Figure 1. Floorplan with the power grid.
Pins as bars on the die edge. Tap cells in gray.
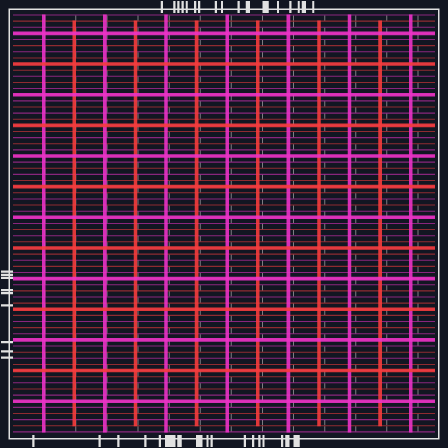
Figure 2. Sequential cells grouped by signal name.
Other sequential cells in the stronger gray, the rest of the logic in the fainter gray.
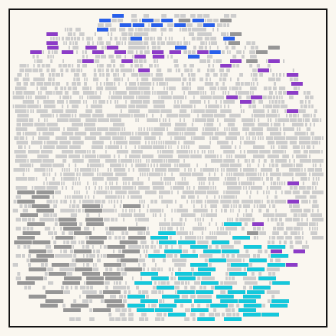
Figure 3. Clock network drawn from the DEF.
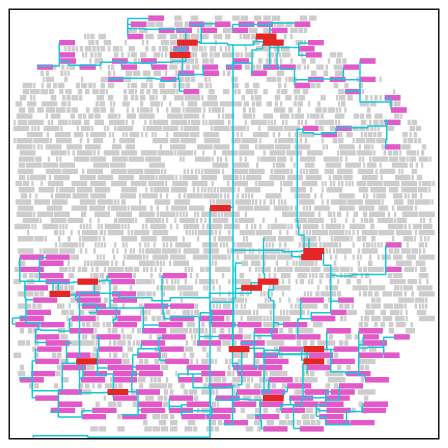
Figure 4. Cell classes on the final placement.
Scale bar: 50 um.
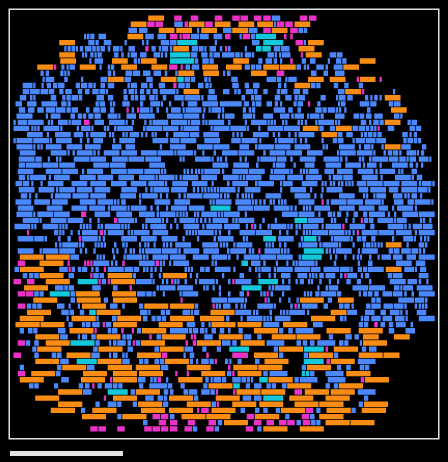
Figure 5. Routing congestion.
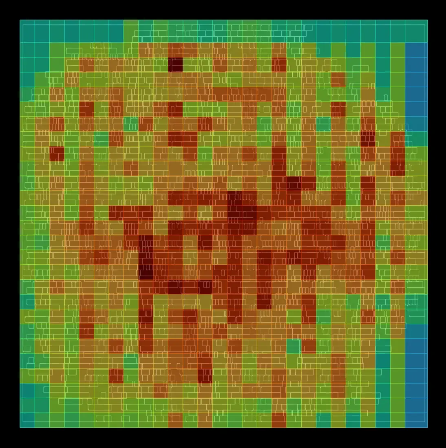
File: src/rtl/iir_pkg.sv
// Shared definitions for the IIR filter stages: FSM encoding, accumulator
// sizing and Q-format helpers used by both iir_ff and iir_fb.
package iir_pkg;

  typedef enum logic [1:0] {
    ST_IDLE = 2'd0,
    ST_MAC  = 2'd1,
    ST_OUT  = 2'd2
  } state_e;

  localparam int PRECISION_DEF   = 16;
  localparam int TAPS_DEF        = 4;
  localparam int COEFF_WIDTH_DEF = 16;
  localparam int FRAC_BITS_DEF   = 14;

  // Q-format unity and half-LSB for the default fractional width.
  localparam int ONE  = 1 << FRAC_BITS_DEF;
  localparam int HALF = 1 << (FRAC_BITS_DEF - 1);

  // Sized so that TAPS full-scale products can be summed without wrapping.
  function automatic int acc_width(input int precision, input int coeff_width,
                                   input int taps);
    return precision + coeff_width + $clog2(taps);
  endfunction

  function automatic int q_one(input int frac_bits);
    return 1 << frac_bits;
  endfunction

endpackage

File: src/rtl/iir_ff_if.sv
// Sample/coefficient/result bundle of the feed-forward stage.
interface iir_ff_if #(
  parameter int PRECISION   = iir_pkg::PRECISION_DEF,
  parameter int TAPS        = iir_pkg::TAPS_DEF,
  parameter int COEFF_WIDTH = iir_pkg::COEFF_WIDTH_DEF
);
  localparam int ADDR_W = $clog2(TAPS);

  logic                          x_valid;
  logic signed [PRECISION-1:0]   x;
  logic                          coeff_we;
  logic        [ADDR_W-1:0]      coeff_addr;
  logic signed [COEFF_WIDTH-1:0] coeff_data;
  logic                          busy;
  logic signed [PRECISION-1:0]   y;
  logic                          y_valid;
  logic                          overrun;

  modport master (
    output x_valid, x, coeff_we, coeff_addr, coeff_data,
    input  busy, y, y_valid, overrun
  );

  modport slave (
    input  x_valid, x, coeff_we, coeff_addr, coeff_data,
    output busy, y, y_valid, overrun
  );

endinterface

File: src/rtl/iir_round_sat.sv
// Round-half-up then saturate an accumulator value down to PRECISION bits,
// dropping FRAC_BITS of coefficient fraction.
module iir_round_sat #(
  parameter int ACC_W     = 34,
  parameter int PRECISION = 16,
  parameter int FRAC_BITS = 14
) (
  input  logic signed [ACC_W-1:0]     acc_i,
  output logic signed [PRECISION-1:0] y_o
);

  // One guard bit so adding the half LSB can never wrap.
  localparam int SUM_W = ACC_W + 1;
  localparam logic signed [SUM_W-1:0] HALF_LSB = SUM_W'(1) <<< (FRAC_BITS - 1);
  localparam logic signed [SUM_W-1:0] Y_MAX    = SUM_W'((64'sd1 <<< (PRECISION - 1)) - 64'sd1);
  localparam logic signed [SUM_W-1:0] Y_MIN    = -Y_MAX - SUM_W'(1);

  logic signed [SUM_W-1:0] sum;
  logic signed [SUM_W-1:0] shifted;

  always_comb begin
    sum     = SUM_W'(acc_i) + HALF_LSB;
    shifted = sum >>> FRAC_BITS;
    if (shifted > Y_MAX) begin
      y_o = Y_MAX[PRECISION-1:0];
    end else if (shifted < Y_MIN) begin
      y_o = Y_MIN[PRECISION-1:0];
    end else begin
      y_o = shifted[PRECISION-1:0];
    end
  end

endmodule

File: src/rtl/iir_ff.sv
// Feed-forward (numerator) IIR stage: TAPS-deep delay line, one shared
// multiplier stepping through the taps, rounded/saturated registered output.
module iir_ff
  import iir_pkg::*;
#(
  parameter int PRECISION   = PRECISION_DEF,
  parameter int TAPS        = TAPS_DEF,
  parameter int COEFF_WIDTH = COEFF_WIDTH_DEF,
  parameter int FRAC_BITS   = FRAC_BITS_DEF
) (
  input  logic     clk,
  input  logic     rst_n,
  iir_ff_if.slave  bus
);

  localparam int ACC_W  = acc_width(PRECISION, COEFF_WIDTH, TAPS);
  localparam int IDX_W  = $clog2(TAPS);
  localparam int PROD_W = PRECISION + COEFF_WIDTH;
  localparam logic [IDX_W-1:0]             LAST_IDX  = IDX_W'(TAPS - 1);
  localparam logic signed [COEFF_WIDTH-1:0] COEFF_ONE = COEFF_WIDTH'(q_one(FRAC_BITS));

  state_e state_q, state_d;

  logic signed [PRECISION-1:0]   dly_q  [TAPS];
  logic signed [COEFF_WIDTH-1:0] coef_q [TAPS];
  logic        [IDX_W-1:0]       idx_q;
  logic signed [ACC_W-1:0]       acc_q;
  logic signed [PRECISION-1:0]   y_q;
  logic                          y_valid_q;
  logic                          overrun_q;

  logic                          busy;
  logic                          accept;
  logic                          coeff_wr;
  logic signed [PROD_W-1:0]      prod;
  logic signed [PRECISION-1:0]   y_sat;

  assign busy     = (state_q != ST_IDLE);
  assign accept   = bus.x_valid && !busy;
  assign coeff_wr = bus.coeff_we && !busy && (int'(bus.coeff_addr) < TAPS);
  assign prod     = coef_q[idx_q] * dly_q[idx_q];

  // State register.
  always_ff @(posedge clk) begin
    if (!rst_n) begin
      state_q <= ST_IDLE;
    end else begin
      state_q <= state_d;
    end
  end

  // NOTE: defaulting state_d first keeps every path assigned, so no latch.
  always_comb begin
    state_d = state_q;
    case (state_q)
      ST_IDLE: if (accept) state_d = ST_MAC;
      ST_MAC:  if (idx_q == LAST_IDX) state_d = ST_OUT;
      ST_OUT:  state_d = ST_IDLE;
      default: state_d = ST_IDLE;
    endcase
  end

  always_comb begin
    bus.busy    = busy;
    bus.y       = y_q;
    bus.y_valid = y_valid_q;
    bus.overrun = overrun_q;
  end

  // NOTE: the coefficient bank and delay line are reset like any other state;
  // a reset must restore the identity filter and an empty history.
  always_ff @(posedge clk) begin
    if (!rst_n) begin
      for (int k = 0; k < TAPS; k++) begin
        dly_q[k]  <= '0;
        coef_q[k] <= (k == 0) ? COEFF_ONE : '0;
      end
      idx_q     <= '0;
      acc_q     <= '0;
      y_q       <= '0;
      y_valid_q <= 1'b0;
      overrun_q <= 1'b0;
    end else begin
      y_valid_q <= 1'b0;
      if (bus.x_valid && busy) overrun_q <= 1'b1;
      if (coeff_wr) coef_q[bus.coeff_addr] <= bus.coeff_data;

      case (state_q)
        ST_IDLE: begin
          if (accept) begin
            dly_q[0] <= bus.x;
            for (int k = 1; k < TAPS; k++) dly_q[k] <= dly_q[k-1];
            acc_q <= '0;
            idx_q <= '0;
          end
        end
        ST_MAC: begin
          acc_q <= acc_q + ACC_W'(prod);
          if (idx_q != LAST_IDX) idx_q <= idx_q + IDX_W'(1);
        end
        ST_OUT: begin
          y_q       <= y_sat;
          y_valid_q <= 1'b1;
        end
        default: ;
      endcase
    end
  end

  iir_round_sat #(
    .ACC_W     (ACC_W),
    .PRECISION (PRECISION),
    .FRAC_BITS (FRAC_BITS)
  ) u_round_sat (
    .acc_i (acc_q),
    .y_o   (y_sat)
  );

endmodule

File: src/flat_wrapper.sv
// flat-port wrapper written by rule: the top's interface ports become plain ports
module iir_ff_flat import iir_pkg::*;
#(
  parameter int PRECISION   = PRECISION_DEF,
  parameter int TAPS        = TAPS_DEF,
  parameter int COEFF_WIDTH = COEFF_WIDTH_DEF,
  parameter int FRAC_BITS   = FRAC_BITS_DEF
)
  (clk, rst_n, bus_x_valid, bus_x, bus_coeff_we, bus_coeff_addr, bus_coeff_data, bus_busy, bus_y, bus_y_valid, bus_overrun);
  iir_ff_if #(.PRECISION(PRECISION), .TAPS(TAPS), .COEFF_WIDTH(COEFF_WIDTH)) bus_i ();
  input  logic clk;
  input  logic rst_n;
  input wire logic [$bits(bus_i.x_valid)-1:0] bus_x_valid;
  input wire logic [$bits(bus_i.x)-1:0] bus_x;
  input wire logic [$bits(bus_i.coeff_we)-1:0] bus_coeff_we;
  input wire logic [$bits(bus_i.coeff_addr)-1:0] bus_coeff_addr;
  input wire logic [$bits(bus_i.coeff_data)-1:0] bus_coeff_data;
  output wire logic [$bits(bus_i.busy)-1:0] bus_busy;
  output wire logic [$bits(bus_i.y)-1:0] bus_y;
  output wire logic [$bits(bus_i.y_valid)-1:0] bus_y_valid;
  output wire logic [$bits(bus_i.overrun)-1:0] bus_overrun;
  assign bus_i.x_valid = bus_x_valid;
  assign bus_i.x = bus_x;
  assign bus_i.coeff_we = bus_coeff_we;
  assign bus_i.coeff_addr = bus_coeff_addr;
  assign bus_i.coeff_data = bus_coeff_data;
  assign bus_busy = bus_i.busy;
  assign bus_y = bus_i.y;
  assign bus_y_valid = bus_i.y_valid;
  assign bus_overrun = bus_i.overrun;
  iir_ff #(.PRECISION(PRECISION), .TAPS(TAPS), .COEFF_WIDTH(COEFF_WIDTH), .FRAC_BITS(FRAC_BITS)) u_core (.clk(clk), .rst_n(rst_n), .bus(bus_i));
endmodule
File: config.mk
export PLATFORM = sky130hd
export DESIGN_NAME = iir_ff_flat
export DESIGN_NICKNAME = d
export VERILOG_FILES = /design/src/rtl/iir_pkg.sv /design/src/rtl/iir_ff_if.sv /design/src/rtl/iir_round_sat.sv /design/src/rtl/iir_ff.sv /design/src/flat_wrapper.sv
export SDC_FILE = /design/constraint.sdc
export NUM_CORES = 1
export LEC_CHECK = 0
export CAP_MARGIN = 20
export CORE_UTILIZATION = 55
export CTS_BUF_LIST = sky130_fd_sc_hd__clkbuf_16
export DETAILED_ROUTE_END_ITERATION = 12
export GPL_TIMING_DRIVEN = 0
export HOLD_SLACK_MARGIN = 0.1
export PLACE_DENSITY = 0.72
export SETUP_SLACK_MARGIN = 0.02
export SYNTH_ARGS = -nofsm -noshare
export SYNTH_HDL_FRONTEND = slang
export SYNTH_SLANG_ARGS = --single-unit
File: constraint.sdc
create_clock -name clk -period 10.09 [get_ports clk]
set_clock_uncertainty 0.15 [all_clocks]
set_input_delay 1.009 -clock clk [delete_from_list [all_inputs] [get_ports clk]]
set_output_delay 1.009 -clock clk [all_outputs]
set_load 0.02 [all_outputs]
==> flow_metrics.py <==
# Metrics from the implementation run
metrics = {
    "run_status": {
        "status": "complete, no violations",
    },
    "critical_path": {
        "rr_worst_depth": 26,
        "crit_top_cell": "fa_1",
        "r2r_slack_ns": 1.23,
        "critPathBufInv": 7,
        "r2r_end": "u_core.acc_q[30]",
        "crit_type": "reg -> reg",
        "critPathSlowestCell": "o21ai_1",
    },
    "floorplanning": {
        "rows": 68,
        "num_io_pins": 57,
        "chipArea_um2": 36100,
        "fp_util_pct": 56.1,
    },
    "synth": {
        "synth_nets": 2345,
        "synth-async-reset-ratio_pct": 0,
        "syn_area_per_cell_um2": 10.2,
        "yosys.area.top_type_share_pct": 31.4,
        "edf_count": 128,
        "yosys_area_um2": 19400,
        "ys_sh_simple_pct": 14.6,
        "adder_share_pct": 38.1,
        "ys_seq_share_pct": 25.8,
        "syn_area_um2": 19400,
        "synthCells": 1898,
        "xor_share_pct": 2.26,
        "yosysWarningCount": 0,
        "aoi_share_pct": 6.80,
        "muxShareOfSynthArea_pct": 3.73,
        "synth_flops": 186,
        "ys.flop_type": "edfxtp_1",
    },
    "routing": {
        "top_layer": "met4",
        "num_vias": 13600,
        "wl_um": 47400,
        "avgViaCountPerCell": 5.56,
        "dr_wl_met2_um": 23000,
        "dr.pass1.iters": 6,
        "drtIter0Drc": 1048,
        "wl_per_cell_um": 19.4,
        "wl_met1_um": 19400,
    },
    "min_path": {
        "hold_start": "u_core.bus.overrun",
        "min_path_cells": 2,
        "hold_path_end": "u_core.bus.overrun",
        "min_path_type": "reg -> reg",
    },
    "final_timing": {
        "setup_ws_ns": 1.23,
        "period_minus_slack_ns": 8.86,
        "setup_violations": 0,
        "slew_headroom_pct": 32.0,
        "slew_violations": 0,
        "tightest_slew_ns": 1.01,
        "tns_ns": 0,
        "hold_viol": 0,
        "max_freq_mhz": 113,
    },
    "cells_and_area": {
        "buffer_area_share_pct": 4.36,
        "sh_comb_area_pct": 60.0,
        "final_area_um2": 21200,
        "final-instance-count-excl-fill": 2445,
        "final_common_cell": "inv_1",
        "clock_area_share_pct": 2.87,
        "inverters_excl_clock": 363,
        "fin_nets": 2425,
        "dominant-cell-class": "combinational gates",
        "mi_logic_area_um2": 12700,
    },
    "clocking": {
        "clkTransAtPathRegs_ns": 0.08,
        "ctsResizeCount": 0,
        "clock_sink_count": 186,
        "cts_max_level": 4,
        "clock_path_buffers": 2,
    },
    "placed_design": {
        "placed_cells": 2412,
        "numPortBuffers": 55,
        "dpl_cell_area_um2": 20600,
        "post-place-ws_ns": 1.38,
    },
    "global_route": {
        "grt_pass1_wl_um": 78800,
    },
}
-- Figure 1 (at the start) --
legend:
  VDD:
    color: red
  VSS:
    color: magenta
met1 rails: 69
met4 straps: 13
die width: 190 um
Die Span Y: 190 um
Core ar.: 34600 um2

-- Figure 2 (at the start) --
legend:
  u_core.bus.y:
    color: blue
    flops: 16
    where: top middle
  u_core.dly_q:
    color: cyan
    flops: 64
  u_core.acc_q:
    color: purple
    flops: 34
not colored: 72
Final Core Density: 61.2%
FF+latch area: 5000 um2
sequential cell area share: 23.6%

-- Figure 3 (at the start) --
legend:
  clock drivers:
    color: red
    count: 17
  flip-flops:
    color: magenta
    count: 186
  clock wires:
    color: cyan
    length: 2570 um
flops lie: widely spread
routed clock nets: 18
Insertion Delay late pin: 0.46 ns

-- Figure 4 (at the start) --
legend:
  combinational and other logic:
    color: blue
    cells: 1634
  clock drivers and dummy loads:
    color: cyan
    cells: 31
  remaining buffers and delay cells:
    color: magenta
    cells: 139
  sequential cells:
    color: orange
    cells: 186

-- Figure 5 (at the start) --
Overall Global Routing Usage: 28.9%
met1 Track Usage GR: 37.1%
routing usage on met2: 48.2%
met3 Use GR: 5.20%
GRT busiest layer: met2

cells in the mapped netlist (5+ instances only):
master,count
nand3_1,14
mux2i_1,24
o21ai_1,17
xor2_1,17
nor2_1,132
nand2b_1,15
inv_1,363
nand2_1,180
and3_1,10
o21a_1,15
mux4_2,11
dfxtp_1,58
buf_2,7
fa_1,305
ha_1,104
o221a_1,10
nand4_1,5
a21o_1,13
a31oi_1,8
mux2_2,21
a22oi_1,19
edfxtp_1,128
and2_1,157
clkbuf_1,63
nor3_1,5
o21ai_0,26
a21oi_1,25
nor2b_1,34
xnor2_1,33
state kept, by name, indices dropped and copies added, names as in the netlist, named ones only:
name,cells
u_core.coef_q,64
u_core.dly_q,64
u_core.acc_q,34
u_core.bus.y,16
u_core.idx_q,2
u_core.state_q,2
u_core.bus.overrun,1
u_core.bus.y_valid,1
